==> run_1/final_congestion.png <==
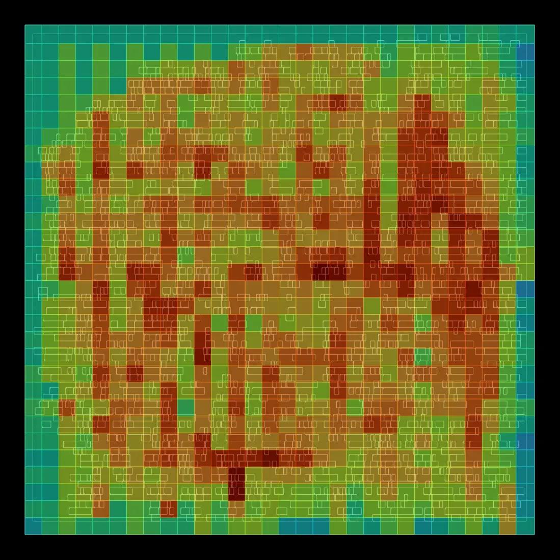
==> run_1/met4.png <==
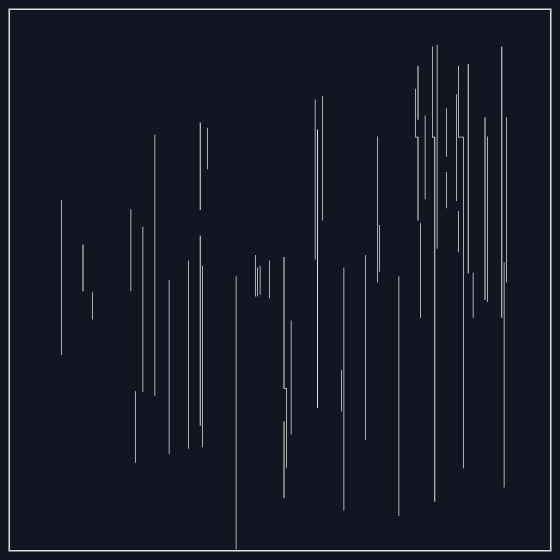
==> run_1/met3.png <==
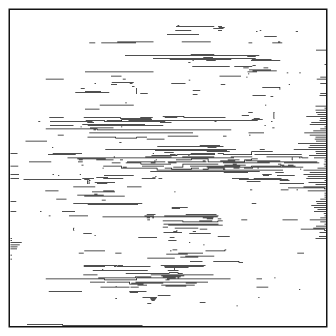
**src/rtl/muldiv_unit.sv**
```systemverilog
// Iterative radix-2 multiply/divide unit with HI/LO registers.
// MULT/MULTU/DIV/DIVU take WIDTH+1 cycles; MTHI/MTLO write in one edge.
// Divide by zero bypasses the iteration and completes on the following edge.
module muldiv_unit #(
  parameter int WIDTH = 32
) (
  input  logic             clk,
  input  logic             reset,
  input  logic             start,
  input  logic [2:0]       op,
  input  logic [WIDTH-1:0] a,
  input  logic [WIDTH-1:0] b,
  input  logic             flush,
  output logic             busy,
  output logic             done,
  output logic [WIDTH-1:0] hi,
  output logic [WIDTH-1:0] lo
);

  localparam int CW = $clog2(WIDTH) + 1;

  typedef enum logic [1:0] {IDLE, CALC, FIX} state_t;

  state_t             state_reg;
  logic               busy_reg;
  logic               done_reg;
  logic [WIDTH-1:0]   hi_reg;
  logic [WIDTH-1:0]   lo_reg;
  logic               is_div_reg;
  logic               raw_reg;       // result already final (divide by zero)
  logic               neg_res_reg;   // operand signs differ
  logic               neg_rem_reg;   // dividend was negative
  logic [WIDTH-1:0]   opnd_reg;      // multiplicand or divisor magnitude
  logic [2*WIDTH-1:0] acc_reg;       // {upper, lower}: product, or {remainder, quotient}
  logic [CW-1:0]      count_reg;

  // Operand decode and magnitudes
  logic               op_signed;
  logic               op_is_div;
  logic               a_neg;
  logic               b_neg;
  logic [WIDTH:0]     a_ext;
  logic [WIDTH:0]     b_ext;
  logic [WIDTH:0]     a_mag;
  logic [WIDTH:0]     b_mag;

  // Iteration step and sign fix-up results
  logic [WIDTH:0]     mul_sum;
  logic [2*WIDTH-1:0] mul_next;
  logic [WIDTH:0]     div_shift;
  logic [WIDTH:0]     div_sub;
  logic               div_ge;
  logic [2*WIDTH-1:0] div_next;
  logic [2*WIDTH-1:0] prod_fix;
  logic [WIDTH-1:0]   quo_fix;
  logic [WIDTH-1:0]   rem_fix;

  // Magnitudes are formed in WIDTH+1 bits so the most-negative value is exact
  always_comb begin
    op_signed = ~op[0];
    op_is_div = op[1];
    a_ext     = op_signed ? {a[WIDTH-1], a} : {1'b0, a};
    b_ext     = op_signed ? {b[WIDTH-1], b} : {1'b0, b};
    a_neg     = a_ext[WIDTH];
    b_neg     = b_ext[WIDTH];
    a_mag     = a_neg ? (~a_ext + 1'b1) : a_ext;
    b_mag     = b_neg ? (~b_ext + 1'b1) : b_ext;
  end

  // One shift-add multiply step and one restoring divide step
  always_comb begin
    mul_sum   = {1'b0, acc_reg[2*WIDTH-1:WIDTH]} +
                {1'b0, (acc_reg[0] ? opnd_reg : {WIDTH{1'b0}})};
    mul_next  = {mul_sum, acc_reg[WIDTH-1:1]};
    div_shift = {acc_reg[2*WIDTH-1:WIDTH], acc_reg[WIDTH-1]};
    div_sub   = div_shift - {1'b0, opnd_reg};
    div_ge    = (div_shift >= {1'b0, opnd_reg});
    div_next  = {(div_ge ? div_sub[WIDTH-1:0] : div_shift[WIDTH-1:0]),
                 acc_reg[WIDTH-2:0], div_ge};
  end

  // Sign fix-up of the unsigned magnitudes
  always_comb begin
    prod_fix = neg_res_reg ? (~acc_reg + 1'b1) : acc_reg;
    quo_fix  = neg_res_reg ? (~acc_reg[WIDTH-1:0] + 1'b1) : acc_reg[WIDTH-1:0];
    rem_fix  = neg_rem_reg ? (~acc_reg[2*WIDTH-1:WIDTH] + 1'b1)
                           : acc_reg[2*WIDTH-1:WIDTH];
  end

  // Control FSM, datapath registers and HI/LO
  always_ff @(posedge clk or posedge reset) begin
    if (reset) begin
      state_reg   <= IDLE;
      busy_reg    <= 1'b0;
      done_reg    <= 1'b0;
      hi_reg      <= '0;
      lo_reg      <= '0;
      is_div_reg  <= 1'b0;
      raw_reg     <= 1'b0;
      neg_res_reg <= 1'b0;
      neg_rem_reg <= 1'b0;
      opnd_reg    <= '0;
      acc_reg     <= '0;
      count_reg   <= '0;
    end else begin
      done_reg <= 1'b0;
      if (flush && state_reg != IDLE) begin
        state_reg <= IDLE;
        busy_reg  <= 1'b0;
      end else begin
        case (state_reg)
          IDLE: begin
            if (start && !flush) begin
              if (!op[2]) begin
                busy_reg    <= 1'b1;
                is_div_reg  <= op_is_div;
                neg_res_reg <= a_neg ^ b_neg;
                neg_rem_reg <= a_neg;
                count_reg   <= '0;
                if (op_is_div && b == '0) begin
                  raw_reg   <= 1'b1;
                  acc_reg   <= {a, {WIDTH{1'b1}}};
                  state_reg <= FIX;
                end else begin
                  raw_reg   <= 1'b0;
                  opnd_reg  <= op_is_div ? b_mag[WIDTH-1:0] : a_mag[WIDTH-1:0];
                  acc_reg   <= {{WIDTH{1'b0}},
                                (op_is_div ? a_mag[WIDTH-1:0] : b_mag[WIDTH-1:0])};
                  state_reg <= CALC;
                end
              end else if (op == 3'b100) begin
                hi_reg <= a;
              end else if (op == 3'b101) begin
                lo_reg <= a;
              end
            end
          end
          CALC: begin
            acc_reg   <= is_div_reg ? div_next : mul_next;
            count_reg <= count_reg + 1'b1;
            if (count_reg == CW'(WIDTH - 1)) begin
              state_reg <= FIX;
            end
          end
          FIX: begin
            if (raw_reg) begin
              hi_reg <= acc_reg[2*WIDTH-1:WIDTH];
              lo_reg <= acc_reg[WIDTH-1:0];
            end else if (is_div_reg) begin
              hi_reg <= rem_fix;
              lo_reg <= quo_fix;
            end else begin
              hi_reg <= prod_fix[2*WIDTH-1:WIDTH];
              lo_reg <= prod_fix[WIDTH-1:0];
            end
            done_reg  <= 1'b1;
            busy_reg  <= 1'b0;
            state_reg <= IDLE;
          end
          default: begin
            state_reg <= IDLE;
            busy_reg  <= 1'b0;
          end
        endcase
      end
    end
  end

  assign busy = busy_reg;
  assign done = done_reg;
  assign hi   = hi_reg;
  assign lo   = lo_reg;

endmodule
```
**config.mk**
```make
export PLATFORM = sky130hd
export DESIGN_NAME = muldiv_unit
export DESIGN_NICKNAME = d
export VERILOG_FILES = /design/src/rtl/muldiv_unit.sv
export SDC_FILE = /design/constraint.sdc
export NUM_CORES = 1
export LEC_CHECK = 0
export CAP_MARGIN = 10
export CORE_MARGIN = 3
export CORE_UTILIZATION = 38
export CTS_BUF_LIST = sky130_fd_sc_hd__clkbuf_8 sky130_fd_sc_hd__clkbuf_16
export CTS_CLUSTER_DIAMETER = 100
export CTS_CLUSTER_SIZE = 28
export DETAILED_ROUTE_END_ITERATION = 10
export PLACE_DENSITY = 0.54
export SLEW_MARGIN = 25
export SYNTH_ARGS = -nofsm -noshare
export SYNTH_HDL_FRONTEND = slang
export SYNTH_SLANG_ARGS = --single-unit
```
**constraint.sdc**
```tcl
create_clock -name clk -period 10.07 [get_ports clk]
set_input_delay 1.007 -clock clk [delete_from_list [all_inputs] [get_ports clk]]
set_output_delay 1.007 -clock clk [all_outputs]
set_load 0.05 [all_outputs]
```
==> results_slide.txt, run 1 <==
Physical Implementation Snapshot

Outcome
  – Status: complete, no violations

Floorplan
  – Die X: 208 um
  – Number of I/O pins: 137

Placement
  – RD Place Congestion: 0.914
  – Post-DP Area: 0.0172 sq mm
  – Setup WS pre-CTS: 5.62 ns
  – # port buffers: 136
  – Dpl cells: 2,565

Global routing
  – Largest net degree at the start of global routing: 97
  – Initial antenna violation count: 3

Synth
  – Post-synth top area cell: dfrtp_1
  – Cell Type Count: 78
  – Top-count cell post-synth: nor2_1
  – Ys cells: 2,015
  – Top_reg_cell synth: dfrtp_1
  – Main logic family: AND-OR/OR-AND gates
  – Yosys warnings: 0
  – Synthesized area: 0.0154 sq mm
  – Basic Gates by Area: 20.8%
  – Flops after synth: 174
  – Number of enable flip-flop cells: 0
  – Syn_area_per_cell: 7.67 sq um
  – Adder Area Share: 5.85%

Final timing
  – Final hold vios: 0
  – Slew HR: 40.1%
  – Final Setup Violations: 0
  – Max-slew violations: 0
  – Worst hold-check slack: 0.478 ns
  – Final period utilization: 40.9%
  – Min cycle time layout: 4.12 ns
  – RSZ-0062 raised after global routing: false
  – Worst setup margin: 5.95 ns

Cells and area
  – Final core area utilization: 44.8%
  – Area growth syn-to-layout: 15.7%
  – Max FFs per register: 64

Job
  – Tally of OpenROAD warnings: 26

Worst setup path
  – Cell family with most CP delay: simple AND/OR/NAND/NOR gates
  – CP Cell Sequence: clkdlybuf4s50_1 -> or4_1 -> nor4_2 -> nand2_1 -> nor4_1 -> or3_1 -> nand3_1 -> a21oi_1 -> o21ai_0 -> a211o_1
  – CP Capture Point: acc_reg[26]$_DFFE_PP0P_
  – Buf+Inv Stages, Crit Path: 1
  – CP Launch Type: primary input
  – Critical path fanouts, max: 6
  – Critical R2R Launch: acc_reg[0]$_DFFE_PP0P_
  – Crit path launch: a[5]

Clocking
  – Hold_buf cts: 0
  – Clk pin slew, worst setup/hold paths: 0.07 ns
  – Post-CTS resize count: 0
  – Total CTS buffers: 17
  – H-tree levels: 4
  – Root buffer cell: clkbuf_16
  – Postcts setup bufs: 0
  – Clock Sinks: 174

Pwr
  – P_leak: 0.00742 uW
  – Total power: 4700 uW

Drt
  – DR DRC count: 0
  – Via density: 6.11
Back to the opening pictures, final_congestion.png:
GRT met1 Usage: 41.2%
met3 usage: 6.39%
wire per inst: 25.8 um

Back to the opening pictures, met4.png:
43 nets have wire on it. The layer carries 2,630 um of wire.
vias post-DR: 15,900
drt total wl: 67.0 mm

Back to the opening pictures, met3.png:
The layer holds 7.7% of the routed length. The wires run mostly horizontal.

run 1: worst min-delay path by stage:
| stage | end | slack [ns] | cells after the start |
|---|---|---|---|
| after floorplan | opnd_reg[11]$_DFFE_PP0P_ | 0.45 | 2 |
| after global placement | hi[3]$_DFFE_PP0P_ | 0.46 | 2 |
| after detailed placement | hi[18]$_DFFE_PP0P_ | 0.47 | 2 |
| after CTS | hi[18]$_DFFE_PP0P_ | 0.48 | 2 |
| after global routing | lo[7]$_DFFE_PP0P_ | 0.50 | 2 |
| final | hi[18]$_DFFE_PP0P_ | 0.48 | 2 |
run 1: area by class of cell:
cell class / instances / area (sq um)
Clock buffer: 18 / 439
Inverter: 65 / 249
Clock inverter: 13 / 211
Fill cell: 4100 / 22000
Antenna cell: 1 / 2.50
Multi-Input combinational cell: 1642 / 10400
Timing Repair Buffer: 160 / 1560
Tap cell: 525 / 657
Sequential cell: 174 / 4360
run 1: power by group:
group | internal, uW | switching, uW
logic | 1020 | 1650
clock network | 448 | 323
registers | 891 | 369
run 1: cell usage in the layout (no fill, tap or decap), types with 65 or more instances in the layout:
| master | n |
|---|---|
| clkdlybuf4s50_1 | 135 |
| dfrtp_1 | 173 |
| ha_1 | 69 |
| nor2_1 | 256 |
| o31ai_1 | 65 |
| a21oi_1 | 182 |
| xor2_1 | 66 |
| xnor2_1 | 106 |
| nand2_1 | 203 |
| o21ai_0 | 151 |
run 1: metal layers:
layer	up-vias	GRT usage [%]	routed length [um]	share of wire, %
li1	7394	-	-	-
met1	7665	41.2	29600	44
met2	697	46.7	29700	44
met3	106	6.39	5190	7.7
met4	0	11.6	2630	3.9
met5	-	0	0	0
==> run 2: changes to the inputs <==
Settings changed: PLACE_DENSITY 0.54 to 0.57.
Clock period 10.07 ns to 3.3 ns, I/O delays scaled along.
==> run_2/met4.png <==
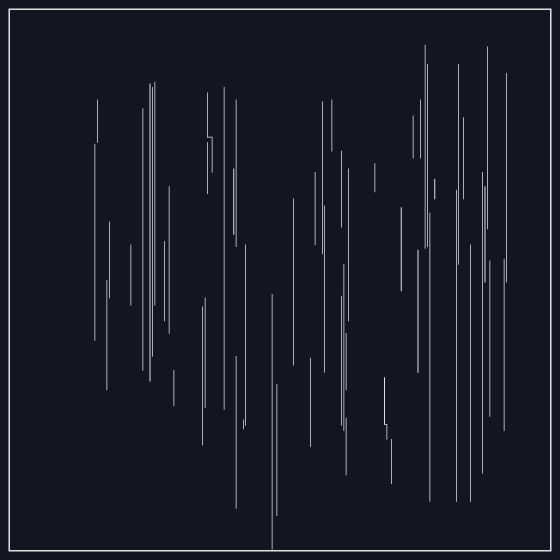
46 nets have wire on it. The longest straight run is 124 um.
vias post-DR: 17,000
drt total wl: 71.0 mm

==> run 2 against run 1 <==
Effect of this change:
- sequential share of layout area decreased by 2.5 points
- critical endpoint is now acc_reg[62]$_DFFE_PP0P_
- non-clock buffer count is 258 higher
- hold slack worse by 0.30 ns
- largest power group unchanged
- critical path depth is 2 higher
- die size did not move
- combinational power rose to 3.8 times the previous value
==> results_slide.txt, run 2 <==
Physical Implementation Snapshot

Clocking
  – H-tree levels: 4 (unchanged)
  – Clk pin slew, worst setup/hold paths: 0.08 ns (about the same)
  – Total CTS buffers: 17 (unchanged)
  – Hold_buf cts: 0 (unchanged)

Synth
  – Syn_area_per_cell: 7.67 sq um (unchanged)
  – Top_reg_cell synth: dfrtp_1
  – Top-count cell post-synth: nor2_1
  – Number of enable flip-flop cells: 0 (unchanged)
  – Flops after synth: 174 (unchanged)
  – Synthesized area: 0.0154 sq mm (unchanged)
  – Yosys warnings: 0 (unchanged)

Cells and area
  – Gate Area: 0.0106 sq mm (+1.6%)
  – Max FFs per register: 64 (unchanged)
  – Area growth syn-to-layout: 29.3%
  – Sequential Area: 0.00436 sq mm (about the same)
  – Diode count: 0 (-1)
  – Top Layout Cells: buf_4 (274), nor2_1 (259), nand2_1 (203)
  – Number of fill cells in the layout: 3,971 (-3.1%)

Pwr
  – Logic pwr share: 64.8% (+8.0 points)
  – Switching pwr: 7500 uW (+220%)
  – Internal power: 8060 uW (+240%)
  – Clock share of power: 13.8% (-2.6 points)
  – Total power: 15,600 uW (+230%)

Final timing
  – Final period utilization: 99.5%
  – Worst setup margin: 0.0153 ns (-5.93 ns)
  – Worst hold-check slack: 0.177 ns (-0.301 ns)

Worst setup path
  – Crit path launch: opnd_reg[22]$_DFFE_PP0P_
  – CP Cell Sequence: inv_1 -> ha_1 -> and3_1 -> buf_4 -> nand3_1 -> o221ai_1 -> a31oi_1 -> nor2_1 -> a311oi_1 -> a211oi_1 -> a311o_1 -> a221o_1
  – Critical path fanouts, max: 6 (unchanged)
  – Buf+Inv Stages, Crit Path: 2 (+1)
  – Cell family with most CP delay: AND-OR/OR-AND gates

Drt
  – Wire per inst: 24.9 um (-3.6%)
  – Via density: 5.95 (-2.6%)
  – DR DRC count: 0 (unchanged)

Floorplan
  – Die X: 208 um (unchanged)

Global routing
  – Largest net degree at the start of global routing: 104 (+7.2%)
  – Initial antenna violation count: 0 (-3)

Outcome
  – Status: complete, no violations
## run 2: cell counts after synthesis
No cell type changed its count.
## run 2: cells by family (layout without fill, tap and decap cells)
logic type / count (synthesis) / after routing / share of synthesized area, %
AND/OR/NAND/NOR: 701 / 701 / 20.8
flip-flops: 174 / 174 / 28.2
AND-OR/OR-AND: 645 / 645 / 26.9
adder cells (fa/ha/maj): 71 / 71 / 5.85
buffers and inverters: 199 / 514 / 4.95
XOR/XNOR: 172 / 172 / 9.75
multiplexers: 53 / 53 / 3.50
## run 2: layer usage
metal / global-route usage (%) / wire (um) / vias to the layer above
li1: - / - / 7915
met1: 44.7 / 31300 / 8202
met2: 48.1 / 30600 / 738
met3: 7.06 / 6060 / 120
met4: 13.0 / 3030 / 0
met5: 0 / 0 / -
## run 2: cell type report
cell class                      count  share of cell area [%]
Tap cell                          525                    3.29
Multi-Input combinational cell   1642                    52.9
Clock inverter                     14                   0.795
Clock buffer                       17                    2.13
Inverter                           65                    1.24
Timing Repair Buffer              418                    17.8
Sequential cell                   174                    21.8
## run 2: per-stage QoR
| step | area (sq um) | util, % | setup TNS, ns |
|---|---|---|---|
| after detailed placement | 19200 | 48.0 | -4.42 |
| after CTS | 19700 | 49.5 | 0 |
| after global placement | 19100 | 48.0 | -4.50 |
| final | 20000 | 50.1 | 0 |
| after global routing | 20000 | 50.1 | -0.102 |
| after floorplan | 15400 | - | 0 |
## run 2: power by group through the flow
stage          combinational, uW  clock (uW)  sequential (uW)
5_1_grt                    10800        2240             3400
6_report                   10100        2140             3340
3_5_place_dp                9590           0             3350
4_1_cts                     9640        2160             3300
3_3_place_gp                9540           0             3330
2_1_floorplan               5040           0             4110
==> run 3: changes to the inputs <==
Settings changed: PLACE_DENSITY 0.57 to 0.54.
Clock period 3.3 ns to 4.05 ns, I/O delays scaled along.
==> run_3/met4.png <==
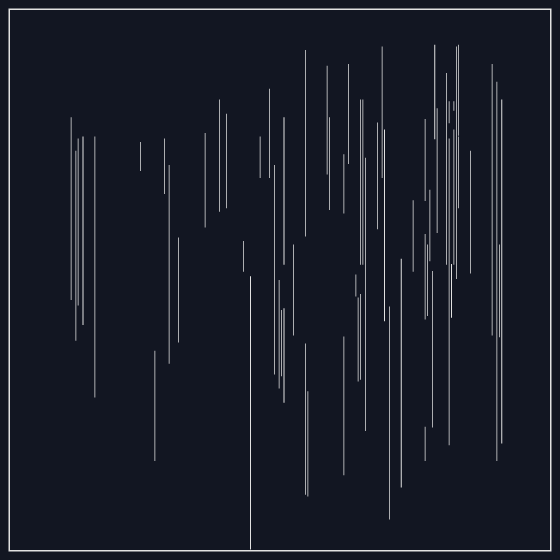
56 nets have wire on it. The layer carries 3,310 um of wire.
drt total wl: 68.3 mm
vias post-DR: 16,400

==> run 3 against run 2 <==
Effect of this change:
- flip-flop count unchanged
- setup slack gained 0.30 ns
- global-route usage shrank 1.0 points
- die size unchanged
- utilization decreased by 3.9 points
- critical endpoint is now acc_reg[59]$_DFFE_PP0P_
- non-clock buffer count down 182
- clock skew rose by 0.0052 ns
- sequential share of layout area grew 1.8 points
- register-to-register slack improved by 0.30 ns
==> results_slide.txt, run 3 <==
Physical Implementation Snapshot

Synth
  – Ys cells: 2,015
  – Flops after synth: 174 (unchanged)
  – Async S/R FF share, synth: 100%
  – Synthesized area: 0.0154 sq mm (unchanged)
  – Syn_area_per_cell: 7.67 sq um (unchanged)
  – Top_reg_cell synth: dfrtp_1
  – Commonest cells post-synth: nor2_1 (261), nand2_1 (205), a21oi_1 (182), dfrtp_1 (174), o21ai_0 (151)
  – Yosys warnings: 0 (unchanged)
  – Seq/Total Area, Yosys: 28.2%
  – Area share, top type: 28.2%
  – Number of enable flip-flop cells: 0 (unchanged)
  – Net Count, Synth: 2,157
  – Top area cell types: dfrtp_1 (28%), nor2_1 (6.3%), xnor2_1 (6.0%), a21oi_1 (5.9%), ha_1 (5.6%)
  – Cell count after synthesis: 2,015
  – Top-count cell post-synth: nor2_1

Clocking
  – H-tree levels: 4 (unchanged)
  – Root buffer cell: clkbuf_16
  – Total CTS buffers: 17 (unchanged)
  – Clock Sinks: 174
  – Clk pin slew, worst setup/hold paths: 0.08 ns (about the same)
  – Worst-Skew Late Latency: 0.47 ns
  – Hold_buf cts: 0 (unchanged)
  – Max Root-Sink Buffers: 2

Final timing
  – Worst hold-check slack: 0.185 ns (+0.00810 ns)
  – Final period utilization: 92.1% (-7.4 points)
  – Worst slew pin tran: 1.08 ns
  – Worst setup margin: 0.319 ns (+0.304 ns)
  – Final setup skew: 0.0179 ns
  – Post-route setup TNS: 0 ns (unchanged)
  – Final Setup Violations: 0

Cells and area
  – Max FFs per register: 64 (unchanged)
  – Top Layout Cells: nor2_1 (259), nand2_1 (203), a21oi_1 (182)
  – Most used logic cell in the final layout: nor2_1
  – Final core area utilization: 46.1% (-3.9 points)
  – Design Area, Final: 0.0184 sq mm (-7.8%)
  – Area growth syn-to-layout: 19.2%
  – Number of fill cells in the layout: 4,072 (+2.5%)

Placement
  – Dpl cells: 2,642
  – # port buffers: 136
  – RD Place Congestion: 1.02
  – Post-DP HPWL: 53.7 mm
  – Post-DP Area: 0.0178 sq mm (-7.0%)

Pwr
  – P_seq: 2840 uW (-15%)
  – Total power: 11,800 uW (-24%)
  – Combinational logic power: 7240 uW (-28%)
  – Logic pwr share: 61.2% (-3.6 points)
  – Power Clock: 1760 uW (-18%)
  – Top pwr grp: combinational logic
  – Clock share of power: 14.8% (+1.0 points)
  – Cell Pwr Density: 642 mW/mm^2
  – Internal power: 5860 uW (-27%)
  – Switching pwr: 5970 uW (-20%)
  – Sw Share: 50.5%

Drt
  – DRT iter0 DRCs: 1,607
  – DR DRC count: 0 (unchanged)
  – Drt pass-1 iters: 5
  – Wire per inst: 25.5 um (+2.7%)
  – Via density: 6.11 (+2.8%)

Global routing
  – Initial antenna violation count: 1 (+1)
  – Largest net degree at the start of global routing: 110 (+5.8%)
  – Vias in the first global route: 15,600
  – First-pass GRT wire length: 101 mm
  – GRT Total Usage: 30.9%

Min path
  – Hold crit path type: in2async

Worst setup path
  – Crit path launch: acc_reg[0]$_DFFE_PP0P_
  – Worst Path Required: 4.41 ns
  – Reg2Reg Depth: 14
  – Critical path fanouts, max: 6 (unchanged)

Floorplan
  – Die X: 208 um (unchanged)
  – Die Height: 208 um

Outcome
  – Status: complete, no violations
==> run 3: cell types whose count changed in the layout (fill, tap and decap cells not counted), sizes merged <==
cell	previous run	this run
buf	282	101
bufinv	2	1
clkbuf	18	17
clkinvlp	2	5
diode	0	1
inv	70	69
==> run 3: kinds of logic after synthesis <==
group           count (synthesis)  share of synthesized area [%]
compound gates                645                           26.9
xor+xnor                      172                           9.75
flops                         174                           28.2
simple gates                  701                           20.8
buf+inv                       199                           4.95
fa+ha+maj                      71                           5.85
mux                            53                           3.50
==> run 3: critical path, stage by stage, from the launching register on <==
cell and delay (ns):
dfrtp_1 0.42, buf_4 0.19, and2_1 0.16, ha_1 0.26
fa_1 0.45, a211oi_1 0.32, o21a_1 0.21, o21ai_0 0.24
o21a_1 0.30, a21oi_1 0.17, buf_4 0.16, o21ai_1 0.14
xnor2_1 0.17, and3_1 0.17, nor4_1 0.27
==> run 3: metal layers <==
metal	vias up	share of wire, %	GRT usage (%)	wire (um)
met1	7859	43	42.2	29400
met3	143	8.3	5.53	5660
li1	7555	-	-	-
met5	-	0.019	0	13
met4	2	4.8	14.0	3310
met2	797	44	48.0	29900
==> run 3: cell type report <==
class | count | area [sq um] | area share [%]
diodes | 1 | 2.50 | 0.0136
inverters | 65 | 251 | 1.37
clock inverters | 15 | 169 | 0.917
clock buffers | 17 | 425 | 2.31
multi-input cells | 1642 | 10400 | 56.4
repair buffers | 236 | 2170 | 11.8
well taps | 525 | 657 | 3.57
flip-flops and latches | 174 | 4360 | 23.6
==> run 3: repair_timing <==
item / in CTS / in global routing
setup endpoints to repair: 0 / 11
gates resized: 0 / 2
buffers inserted: 0 / 0
Power figures rest on the tool's default switching activity, not on a simulated workload.
